Figure 1. Sequential cells grouped by signal name (run 1).
The bar under the picture is 20 um long.
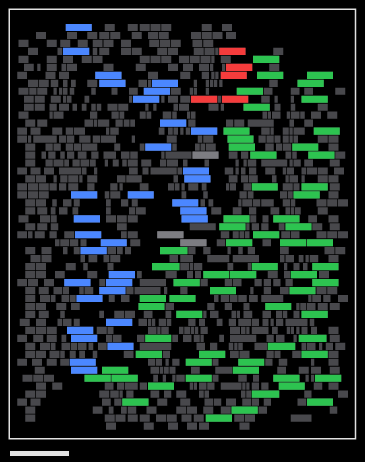
Figure 2. Routed metal per tile (run 1).
The die is cut into 24 by 29 equal tiles; dark purple is low, yellow is high, scaled to the fullest tile. Values are wire area over tile area, all layers added.
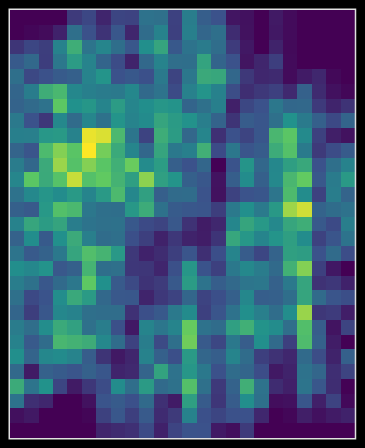
Figure 3. Wiring by layer (run 1).
Two of the layers only.
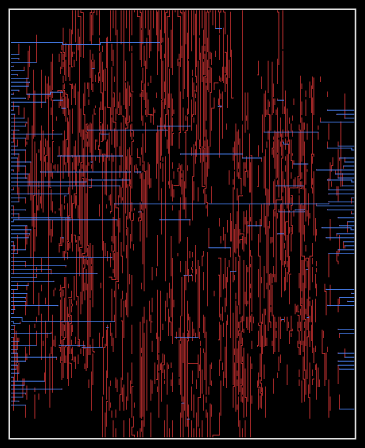
===== src/rtl/writeback_stage.sv =====
// MEM/WB stage of the RV32I core: registers one retiring instruction per cycle,
// formats its result (ALU, extended load, link) and counts retired instructions.
module writeback_stage #(
    parameter int XLEN  = 32,
    parameter int CNT_W = 64
) (
    input  logic             clk,
    input  logic             reset,
    input  logic             in_valid,
    output logic             in_ready,
    input  logic             stall,
    input  logic             flush,
    input  logic             in_reg_write,
    input  logic [4:0]       in_rd_addr,
    input  logic [1:0]       in_wb_sel,
    input  logic [XLEN-1:0]  in_alu_result,
    input  logic [XLEN-1:0]  in_load_data,
    input  logic [2:0]       in_load_funct3,
    input  logic [XLEN-1:0]  in_pc_plus4,
    output logic [4:0]       rd_addr,
    output logic [XLEN-1:0]  rd_data,
    output logic             reg_write,
    output logic             wb_valid,
    output logic             load_fault,
    output logic [CNT_W-1:0] instret
);
    localparam logic [1:0] SEL_ALU  = 2'b00;
    localparam logic [1:0] SEL_LOAD = 2'b01;
    localparam logic [1:0] SEL_LINK = 2'b10;

    localparam logic [2:0] F3_LB  = 3'b000;
    localparam logic [2:0] F3_LH  = 3'b001;
    localparam logic [2:0] F3_LW  = 3'b010;
    localparam logic [2:0] F3_LBU = 3'b100;
    localparam logic [2:0] F3_LHU = 3'b101;

    logic             accept;
    logic [1:0]       addr_lo;
    logic [7:0]       load_byte;
    logic [15:0]      load_half;
    logic             fault_next;
    logic             write_next;
    logic [XLEN-1:0]  data_next;

    logic             wb_valid_reg;
    logic             reg_write_reg;
    logic             load_fault_reg;
    logic [4:0]       rd_addr_reg;
    logic [XLEN-1:0]  rd_data_reg;
    logic [CNT_W-1:0] instret_reg;

    assign in_ready  = ~stall;
    assign accept    = in_valid & ~stall & ~flush;
    assign addr_lo   = in_alu_result[1:0];
    assign load_byte = in_load_data[{addr_lo, 3'b000} +: 8];
    assign load_half = in_load_data[{addr_lo[1], 4'b0000} +: 16];

    // Result formatting happens ahead of the stage register so every output is registered.
    always_comb begin
        fault_next = 1'b0;
        data_next  = '0;
        case (in_wb_sel)
            SEL_ALU:  data_next = in_alu_result;
            SEL_LINK: data_next = in_pc_plus4;
            SEL_LOAD: begin
                case (in_load_funct3)
                    F3_LB:  data_next = {{(XLEN-8){load_byte[7]}}, load_byte};
                    F3_LBU: data_next = {{(XLEN-8){1'b0}}, load_byte};
                    F3_LH: begin
                        if (addr_lo[0]) fault_next = 1'b1;
                        else            data_next  = {{(XLEN-16){load_half[15]}}, load_half};
                    end
                    F3_LHU: begin
                        if (addr_lo[0]) fault_next = 1'b1;
                        else            data_next  = {{(XLEN-16){1'b0}}, load_half};
                    end
                    F3_LW: begin
                        if (addr_lo != 2'b00) fault_next = 1'b1;
                        else                  data_next  = in_load_data;
                    end
                    default: fault_next = 1'b1;
                endcase
            end
            default: data_next = '0;
        endcase
    end

    // x0 writes and the reserved selector never reach the register file.
    assign write_next = in_reg_write & (in_rd_addr != 5'd0) & ~fault_next & (in_wb_sel != 2'b11);

    always_ff @(posedge clk or negedge reset) begin
        if (!reset) begin
            wb_valid_reg   <= 1'b0;
            reg_write_reg  <= 1'b0;
            load_fault_reg <= 1'b0;
            rd_addr_reg    <= '0;
            rd_data_reg    <= '0;
            instret_reg    <= '0;
        end else begin
            wb_valid_reg   <= accept;
            reg_write_reg  <= accept & write_next;
            load_fault_reg <= accept & fault_next;
            if (accept) begin
                rd_addr_reg <= in_rd_addr;
                rd_data_reg <= data_next;
            end
            if (wb_valid_reg && !load_fault_reg)
                instret_reg <= instret_reg + CNT_W'(1);
        end
    end

    assign wb_valid   = wb_valid_reg;
    assign reg_write  = reg_write_reg;
    assign load_fault = load_fault_reg;
    assign rd_addr    = rd_addr_reg;
    assign rd_data    = rd_data_reg;
    assign instret    = instret_reg;
endmodule


===== config.mk =====
export PLATFORM = sky130hd
export DESIGN_NAME = writeback_stage
export DESIGN_NICKNAME = d
export VERILOG_FILES = /design/src/rtl/writeback_stage.sv
export SDC_FILE = /design/constraint.sdc
export NUM_CORES = 1
export LEC_CHECK = 0
export CORE_ASPECT_RATIO = 1.25
export CORE_MARGIN = 2
export CORE_UTILIZATION = 35
export DETAILED_ROUTE_END_ITERATION = 8
export PLACE_DENSITY_LB_ADDON = 0.12
export SLEW_MARGIN = 20
export SYNTH_ARGS = -nofsm -noshare
export SYNTH_HDL_FRONTEND = slang
export SYNTH_SLANG_ARGS = --single-unit

===== constraint.sdc =====
create_clock -name clk -period 1.95 [get_ports clk]
set_input_delay 0.2925 -clock clk [delete_from_list [all_inputs] [get_ports clk]]
set_output_delay 0.2925 -clock clk [all_outputs]
set_load 0.02 [all_outputs]

==> impl_metrics.env, run 1 <==
# yosys + openroad results
export IMPL_run_status="completed"
export IMPL_wl_per_cell_um=18.0
export IMPL_synth_cell_area_um2=5650
export IMPL_setup_slack_ns=0.0598
export IMPL_grt_max_degree=64
export IMPL_die_area_um2=17200
export IMPL_fin_cells=1075
export IMPL_worst_slew_pin_transition_ns=0.635
export IMPL_r2r_end="instret[62]$_DFFE_PN0P_"
export IMPL_layout_drive_gt1_share_pct=16.2
export IMPL_ir_worst_vdd_uv=378
export IMPL_cts_buffer_depth=2
export IMPL_pwr_share_comb_pct=25.4
export IMPL_rr_startpoint="instret[1]$_DFFE_PN0P_"
export IMPL_xor_area_share_pct=9.77
export IMPL_largest_reg_flops=64
export IMPL_antenna_found_initial=0
export IMPL_post_place_ws_ns=-0.432
export IMPL_die_h_um=146
export IMPL_portBuffers=216
export IMPL_period_minus_slack_ns=1.89
export IMPL_clockRootBuffer="clkbuf_16"
export IMPL_avgViaCountPerCell=5.25
export IMPL_yosysUniqueCellTypes=50
export IMPL_fill_cells=1447
export IMPL_track_usage_pct=22.2
export IMPL_final_cell_mix="214 x clkdlybuf4s50_1, 99 x dfrtp_1, 86 x buf_4"
export IMPL_antenna_cells=0
export IMPL_ys_sh_mux_pct=9.17
export IMPL_worstSetupPathType="primary input to flop"
export IMPL_fp_util_pct=36.0
export IMPL_switching_share_pct=28.7
export IMPL_power_density_nw_per_um2=635
export IMPL_top_usage_layer="met2"
export IMPL_use_met1_pct=25.2
export IMPL_pg_seq_mw=2.44
export IMPL_setup_viol=0
export IMPL_met3_length_um=1290
export IMPL_max_freq_mhz=529
export IMPL_routed_wl_um=19300
export IMPL_drc=0
export IMPL_setup_total_negative_slack_ns=0
export IMPL_p_switching_mw=1.65
export IMPL_highest_layer="met4"
export IMPL_core_um2=15700
export IMPL_hold_violations=0
export IMPL_seq_power_share_pct=42.4
export IMPL_boundaryPins=217
export IMPL_yosys_area_um2=5650
export IMPL_grt_pass1_vias=5780
export IMPL_grt_pass1_wl_um=30200
export IMPL_required_ns=2.16
export IMPL_fin_crit_sh_pct=96.9
export IMPL_die_x_um=118
export IMPL_drt_pass1_iter_count=4
export IMPL_htreeDepth=3
export IMPL_placed_area_um2=8590
export IMPL_synth_simple_area_share_pct=23.6
export IMPL_synth_seq_share_pct=46.1
export IMPL_regToRegSetupSlack_ns=0.11
export IMPL_yosysWarnings=0
export IMPL_adder_share_pct=0.221
export IMPL_std_cell_rows=51
export IMPL_syn_inst=571
export IMPL_avgSynthCellArea_um2=9.90
export IMPL_clock_sinks=104
export IMPL_grt_overflow=0
export IMPL_gr_usage_met2_pct=40.2
export IMPL_worst_ep_arrival_time_ns=2.10
export IMPL_lay_top_count="clkdlybuf4s50_1"
export IMPL_slew_headroom_pct=57.6
export IMPL_ys_cells=571
export IMPL_ys_flops=104
export IMPL_wl_met2_um=10200
export IMPL_dp_cells=1050
export IMPL_fin_util_pct=57.6
export IMPL_drt_initial_drc_count=314
export IMPL_top_power_group="registers"
export IMPL_cp_end_kind="flop"
export IMPL_layout_nets=971
export IMPL_total_power_mw=5.74
export IMPL_gp_congestion=0.919
export IMPL_p_leak_nw=4.02
export IMPL_ys_sh_aoi_pct=8.50
export IMPL_cp_max_fo=8
export IMPL_power_clock_mw=1.85
export IMPL_endpoint="rd_data[8]$_DFFE_PN0P_"
export IMPL_comb_power_mw=1.46
export IMPL_cts_clk_slew_worst_paths_ns=0.07
export IMPL_fin_area_um2=9040
export IMPL_warning_count=26
export IMPL_grtUsageMet3_pct=5.20
export IMPL_cp_startpoint="in_alu_result[0]"
export IMPL_cts_tree="done"
export IMPL_syn2layout_area_growth_pct=60.1
export IMPL_clock_skew_ns=0.00957
export IMPL_timing_hold_ws_ns=0.463
About Figure 1:
[green] instret | flops: 64
[red] rd_addr | flops: 5
[blue] rd_data | flops: 32
not colored: 3

About Figure 2:
emptiest ninth of the die: north-east
tiles over half the peak: 19%
nearly empty tiles: 7.5%
densest ninth of the die: west
fullest tile: 0.55
mean over tiles: 0.18

About Figure 3:
[red] M2 | wire length: 10,200 um
[blue] M3 | wire length: 1,290 um

run 1: cells in the mapped netlist, drive strengths merged:
library cell | number | area share, %
dfrtp | 104 | 46
mux2i | 45 | 8.0
nor2 | 43 | 2.9
nor3 | 42 | 4.0
nand2 | 41 | 2.7
nand3 | 35 | 3.3
xor2 | 32 | 5.0
xnor2 | 31 | 4.8
nand4 | 24 | 3.1
a221oi | 23 | 3.6
clkbuf | 19 | 1.3
nand2b | 18 | 2.0
a21oi | 16 | 1.4
nor4 | 15 | 2.1
o21ai | 13 | 1.2
inv | 10 | 0.66
buf | 9 | 0.75
nor2b | 6 | 0.66
and3 | 5 | 0.55
a221o | 4 | 0.71
mux2 | 4 | 0.80
o22ai | 4 | 0.44
a31oi | 3 | 0.33
and2 | 3 | 0.35
and3b | 2 | 0.31
and4 | 2 | 0.31
nand3b | 2 | 0.27
nor3b | 2 | 0.27
o311ai | 2 | 0.31
or2 | 2 | 0.22
or3 | 2 | 0.22
a211oi | 1 | 0.13
a22o | 1 | 0.16
a32oi | 1 | 0.16
ha | 1 | 0.22
mux4 | 1 | 0.40
nand4b | 1 | 0.16
o31ai | 1 | 0.13
or4 | 1 | 0.13
run 1: area by class of cell:
class	instances	area, um^2	share of cell area, %
Inverter	10	37.5	0.415
Clock buffer	9	225	2.49
Tap cell	212	265	2.93
Sequential cell	104	2610	28.8
Multi-Input combinational cell	429	2990	33.0
Timing Repair Buffer	304	2840	31.4
Clock inverter	7	77.6	0.858
run 1: repair_timing:
item,4_1_cts,5_1_grt
endpoints found under the setup margin,19,24
hold buffers,1,0
pin swaps,1,7
setup buffers,1,7
endpoints found under the hold margin,34,0
resized,2,11
run 1: worst max-delay path, stage by stage:
cell and delay, ns:
clkdlybuf4s50_1 0.52, mux4_2 0.53, and3b_1 0.30, a221oi_1 0.34, o21ai_0 0.13
Figure 4. Clock nets (run 1).
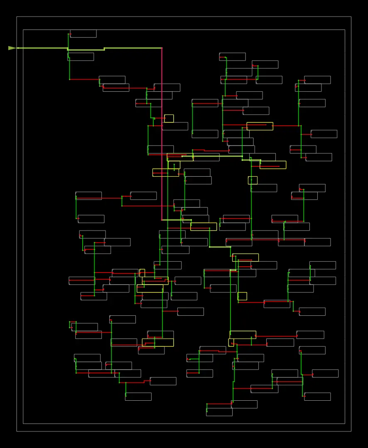

--- run 2 (diff from run 1) ---
- CORE_MARGIN: 2 -> 8
Figure 5. Clock nets (run 2).
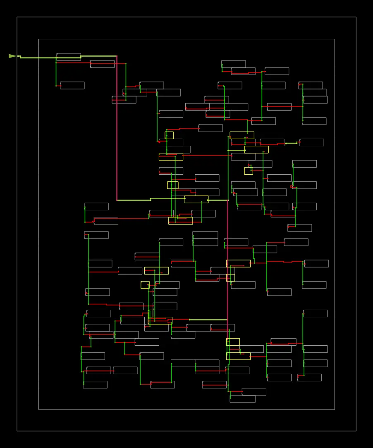
worst clock skew: 0.00834 ns
Clock group: 1.78 mW
CLK BUF: 10

==> impl_metrics.env, run 2 <==
# yosys + openroad results
export IMPL_r2r_end="instret[62]$_DFFE_PN0P_"
export IMPL_die_area_um2=20500
export IMPL_cp_max_fo=8
export IMPL_fp_util_pct=35.3
export IMPL_die_x_um=130
export IMPL_syn_inst=571
export IMPL_comb_area_um2=3000
export IMPL_max_freq_mhz=533
export IMPL_cp_end_kind="flop"
export IMPL_gr_usage_met2_pct=38.0
export IMPL_pg_seq_mw=2.44
export IMPL_cts_buffer_depth=2
export IMPL_drt_initial_drc_count=267
export IMPL_p_switching_mw=1.70
export IMPL_syn2layout_area_growth_pct=59.3
export IMPL_gp_congestion=0.920
export IMPL_seq_power_share_pct=42.6
export IMPL_use_met1_pct=21.6
export IMPL_cts_clk_slew_worst_paths_ns=0.08
export IMPL_top_power_group="registers"
export IMPL_pwr_share_comb_pct=26.2
export IMPL_warning_count=27
export IMPL_setup_viol=0
export IMPL_power_density_nw_per_um2=636
export IMPL_synth_area_top_cells="dfrtp_1 46%, mux2i_1 8.0%, xor2_1 5.0%, xnor2_1 4.8%, a221oi_1 3.6%"
export IMPL_critical_path_top_delay_family="simple AND/OR/NAND/NOR gates"
export IMPL_largest_reg_flops=64
export IMPL_cts_tree="done"
export IMPL_portBuffers=216
export IMPL_layout_nets=963
export IMPL_grt_pass1_wl_um=32100
export IMPL_yosysTopAreaCell="dfrtp_1"
export IMPL_drt_pass1_iter_count=6
export IMPL_synth_edff_count=0
export IMPL_fill_cells=1498
export IMPL_track_usage_pct=20.4
export IMPL_grt_max_degree=64
export IMPL_post_cts_buffers=0
export IMPL_grtUsageMet3_pct=5.22
export IMPL_cpPeakStageDelay_ns=0.41
export IMPL_grt_pass1_vias=5930
export IMPL_timing_hold_ws_ns=0.452
export IMPL_top_cell="dfrtp_1"
export IMPL_final_cell_mix="214 x clkdlybuf4s50_1, 99 x dfrtp_1, 77 x buf_4"
export IMPL_yosys_area_um2=5650
export IMPL_synth_seq_share_pct=46.1
export IMPL_worst_slew_pin_transition_ns=0.659
export IMPL_regToRegSetupSlack_ns=0.07
export IMPL_run_status="completed"
export IMPL_ff_type="dfrtp_1"
export IMPL_path_cells="ha_4 -> nand4b_1 -> nor4_4 -> nand4_4 -> or3_1 -> xnor2_1"
export IMPL_avgViaCountPerCell=5.14
export IMPL_setup_total_negative_slack_ns=0
export IMPL_antenna_found_initial=0
export IMPL_post_place_ws_ns=-0.446
export IMPL_rr_startpoint="instret[0]$_DFFE_PN0P_"
export IMPL_fin_crit_sh_pct=96.2
export IMPL_slew_headroom_pct=55.8
export IMPL_boundaryPins=217
export IMPL_worst_ep_arrival_time_ns=2.11
export IMPL_htreeDepth=3
export IMPL_wl_per_cell_um=19.5
export IMPL_top_usage_layer="met2"
export IMPL_comb_power_mw=1.50
export IMPL_grt_overflow=0
export IMPL_ys_flops=104
export IMPL_ys_cells=571
export IMPL_synth_cell_area_um2=5650
export IMPL_required_ns=2.19
run 2: kinds of logic after synthesis:
kind of cell | count (synthesis) | share of synthesized area, %
buf+inv | 38 | 2.68
simple gates | 246 | 23.6
xor+xnor | 63 | 9.77
flops | 104 | 46.1
compound gates | 69 | 8.50
mux | 50 | 9.17
fa+ha+maj | 1 | 0.221
run 2: final cells by class:
| type | count | share of cell area [%] |
|---|---|---|
| Sequential cell | 104 | 29.0 |
| Tap cell | 216 | 3.00 |
| Clock inverter | 6 | 0.570 |
| Clock buffer | 10 | 2.66 |
| Inverter | 10 | 0.417 |
| Multi-Input combinational cell | 429 | 33.3 |
| Timing Repair Buffer | 296 | 31.1 |
run 2: through the flow:
stage	cell area [um^2]	utilization [%]	total power, mW	std cells
CTS	8930	55.8	5.76	1071
global placement	8620	53.8	3.95	1054
detailed placement	8620	53.8	3.97	1054
floorplan	5670	-	3.05	571
global route	9000	56.2	5.98	1071
finish	9000	56.2	5.72	1071
run 2: routing by layer:
layer | part of all wire [%] | routed length [um]
met2 | 54 | 11200
met3 | 6.7 | 1400
met4 | 2.2 | 452
met5 | 0 | 0
met1 | 37 | 7780
run 2: worst max path at each step:
| stage | startpoint | to | depth (start not counted) |
|---|---|---|---|
| 6_report | instret[0]$_DFFE_PN0P_ | instret[62]$_DFFE_PN0P_ | 6 |
| 5_1_grt | instret[19]$_DFFE_PN0P_ | instret[38]$_DFFE_PN0P_ | 5 |
| 4_1_cts | in_alu_result[0] | rd_data[14]$_DFFE_PN0P_ | 7 |
| 3_5_place_dp | in_alu_result[0] | rd_data[18]$_DFFE_PN0P_ | 5 |
| 3_3_place_gp | in_alu_result[0] | rd_data[24]$_DFFE_PN0P_ | 5 |
| 2_1_floorplan | instret[37]$_DFFE_PN0P_ | instret[62]$_DFFE_PN0P_ | 5 |
Figure 6. Wiring by layer (run 2).
Two of the layers only.
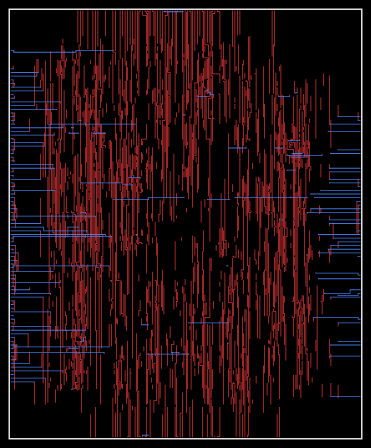

--- run 3 (diff from run 2) ---
- SETUP_SLACK_MARGIN: default -> 0.5
Figure 7. Wiring by layer (run 3).
Two of the layers only.
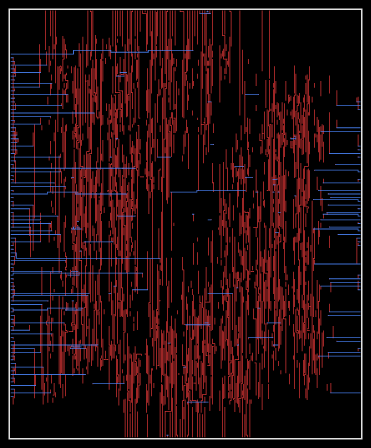
[blue] M3 | wire length: 1,500 um
[red] M2 | wire length: 11,800 um

==> impl_metrics.env, run 3 <==
# yosys + openroad results
export IMPL_std_cell_rows=52
export IMPL_setup_total_negative_slack_ns=0
export IMPL_track_usage_pct=21.2
export IMPL_regToRegSetupSlack_ns=0.13
export IMPL_seq_power_share_pct=40.7
export IMPL_portBuffers=216
export IMPL_clockRootBuffer="clkbuf_16"
export IMPL_boundaryPins=217
export IMPL_cts_tree="done"
export IMPL_grtUsageMet3_pct=6.07
export IMPL_cp_startpoint="instret[21]$_DFFE_PN0P_"
export IMPL_grt_max_degree=52
export IMPL_top_usage_layer="met2"
export IMPL_worst_ep_arrival_time_ns=2.06
export IMPL_grt_pass1_wl_um=33700
export IMPL_drt_initial_drc_count=290
export IMPL_slew_headroom_pct=72.9
export IMPL_wl_per_cell_um=19.6
export IMPL_grt_overflow=0
export IMPL_antenna_found_initial=0
export IMPL_post_place_ws_ns=-0.233
export IMPL_synth_seq_share_pct=46.1
export IMPL_ys_flops=104
export IMPL_clock_skew_ns=0.0126
export IMPL_fin_cells=1138
export IMPL_hp_class="primary input to flop"
export IMPL_cp_max_fo=7
export IMPL_avgViaCountPerCell=5.22
export IMPL_final_cell_mix="112 x buf_4, 96 x clkdlybuf4s50_1, 74 x dfrtp_1"
export IMPL_cts_buffer_depth=2
export IMPL_setup_viol=0
export IMPL_dp_cells=1053
export IMPL_r2r_end="instret[62]$_DFFE_PN0P_"
export IMPL_syn_inst=571
export IMPL_run_status="completed"
export IMPL_die_x_um=130
export IMPL_fin_area_um2=10200
export IMPL_total_power_mw=6.03
export IMPL_max_freq_mhz=548
export IMPL_fin_crit_sh_pct=93.6
export IMPL_synth_edff_count=0
export IMPL_die_area_um2=20500
export IMPL_gp_congestion=0.918
export IMPL_pwr_share_comb_pct=25.0
export IMPL_top_cell="dfrtp_1"
export IMPL_power_density_nw_per_um2=592
export IMPL_holdPathEnd="rd_data[31]$_DFFE_PN0P_"
export IMPL_ff_type="dfrtp_1"
export IMPL_synth_cell_area_um2=5650
export IMPL_endpoint="instret[62]$_DFFE_PN0P_"
export IMPL_rr_startpoint="instret[21]$_DFFE_PN0P_"
export IMPL_htreeDepth=3
export IMPL_fill_cells=1348
export IMPL_routed_wl_um=22300
export IMPL_p_switching_mw=1.70
export IMPL_use_met1_pct=22.0
export IMPL_rsz0062_at_grt="yes"
export IMPL_placed_area_um2=8870
export IMPL_yosysTopAreaCell="dfrtp_1"
export IMPL_required_ns=2.18
export IMPL_yosys_area_um2=5650
export IMPL_layout_nets=1030
export IMPL_cts_clk_slew_worst_paths_ns=0.07
export IMPL_drt_pass1_iter_count=4
export IMPL_worstSetupPathType="flop to flop"
export IMPL_largest_reg_flops=64
export IMPL_warning_count=29
export IMPL_synth_area_top_cells="dfrtp_1 46%, mux2i_1 8.0%, xor2_1 5.0%, xnor2_1 4.8%, a221oi_1 3.6%"
export IMPL_grt_pass1_vias=6392
export IMPL_cp_end_kind="flop"
export IMPL_ys_cells=571
export IMPL_fp_util_pct=35.3
export IMPL_gr_usage_met2_pct=38.7
export IMPL_syn2layout_area_growth_pct=80.3
export IMPL_whs_path_depth=3
export IMPL_worst_slew_pin_transition_ns=0.406
-- run 3: area by class of cell --
type                       count  area (um^2)  share of cell area (%)
multi-input combinational    429         3700                    36.3
clock buffer                  11          233                    2.28
inverter                      10         43.8                   0.430
sequential                   104         2640                    25.9
clock inverter                 5          104                    1.02
tap                          216          270                    2.65
timing repair buffer         363         3190                    31.4
-- run 3: metal layers --
layer	part of all wire, %	routed length (um)
met2	53	11800
met4	3.5	781
met3	6.8	1500
met1	37	8210
met5	0	0
-- run 3: power groups by stage --
stage / clock (mW) / combinational (mW) / sequential, mW
after global routing: 2.20 / 1.62 / 2.48
after floorplan: 0 / 0.409 / 2.70
after detailed placement: 0 / 1.51 / 2.49
after global placement: 0 / 1.48 / 2.49
final: 2.07 / 1.51 / 2.46
after CTS: 2.12 / 1.47 / 2.45
-- run 3: critical path, cell delays in order (launching register included) --
cell	delay, ns
dfrtp_2	0.37
nand4_1	0.21
nor4_4	0.40
nand4_4	0.22
or3_1	0.38
xnor2_1	0.13
-- run 3: kinds of logic after synthesis --
kind of cell	synth area share, %
mux	9.17
xor+xnor	9.77
fa+ha+maj	0.221
buf+inv	2.68
simple gates	23.6
compound gates	8.50
flops	46.1
-- run 3: per-stage QoR --
step / util (%) / hold slack, ns
3_5_place_dp: 55.4 / 0.250
5_1_grt: 63.6 / 0.303
3_3_place_gp: 55.4 / 0.242
2_1_floorplan: - / -0.00309
6_report: 63.6 / 0.276
4_1_cts: 62.3 / 0.402
-- run 3: timing repair --
item / CTS / global route
hold endpoints to repair: 27 / 0
cloned: 1 / 1
pin swaps: 57 / 56
hold buffers: 1 / 0
resized: 288 / 104
endpoints found under the setup margin: 196 / 119
setup buffers: 53 / 13

==> gallery <==
Local utilization.
panel A
The bar under the picture is 20 um long. The die is cut into 12 by 15 equal tiles; dark purple is low, yellow is high, 0 to 100% covered.
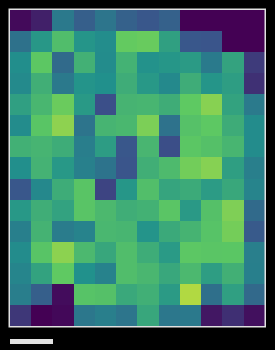
panel B
The bar under the picture is 50 um long. The die is cut into 13 by 16 equal tiles; dark purple is low, yellow is high, 0 to 100% covered.
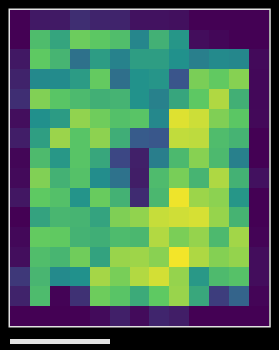
- run 1 = panel A
- run 3 = panel B
Of these, largest die: panel B

Power and IR drop assume default switching activity.
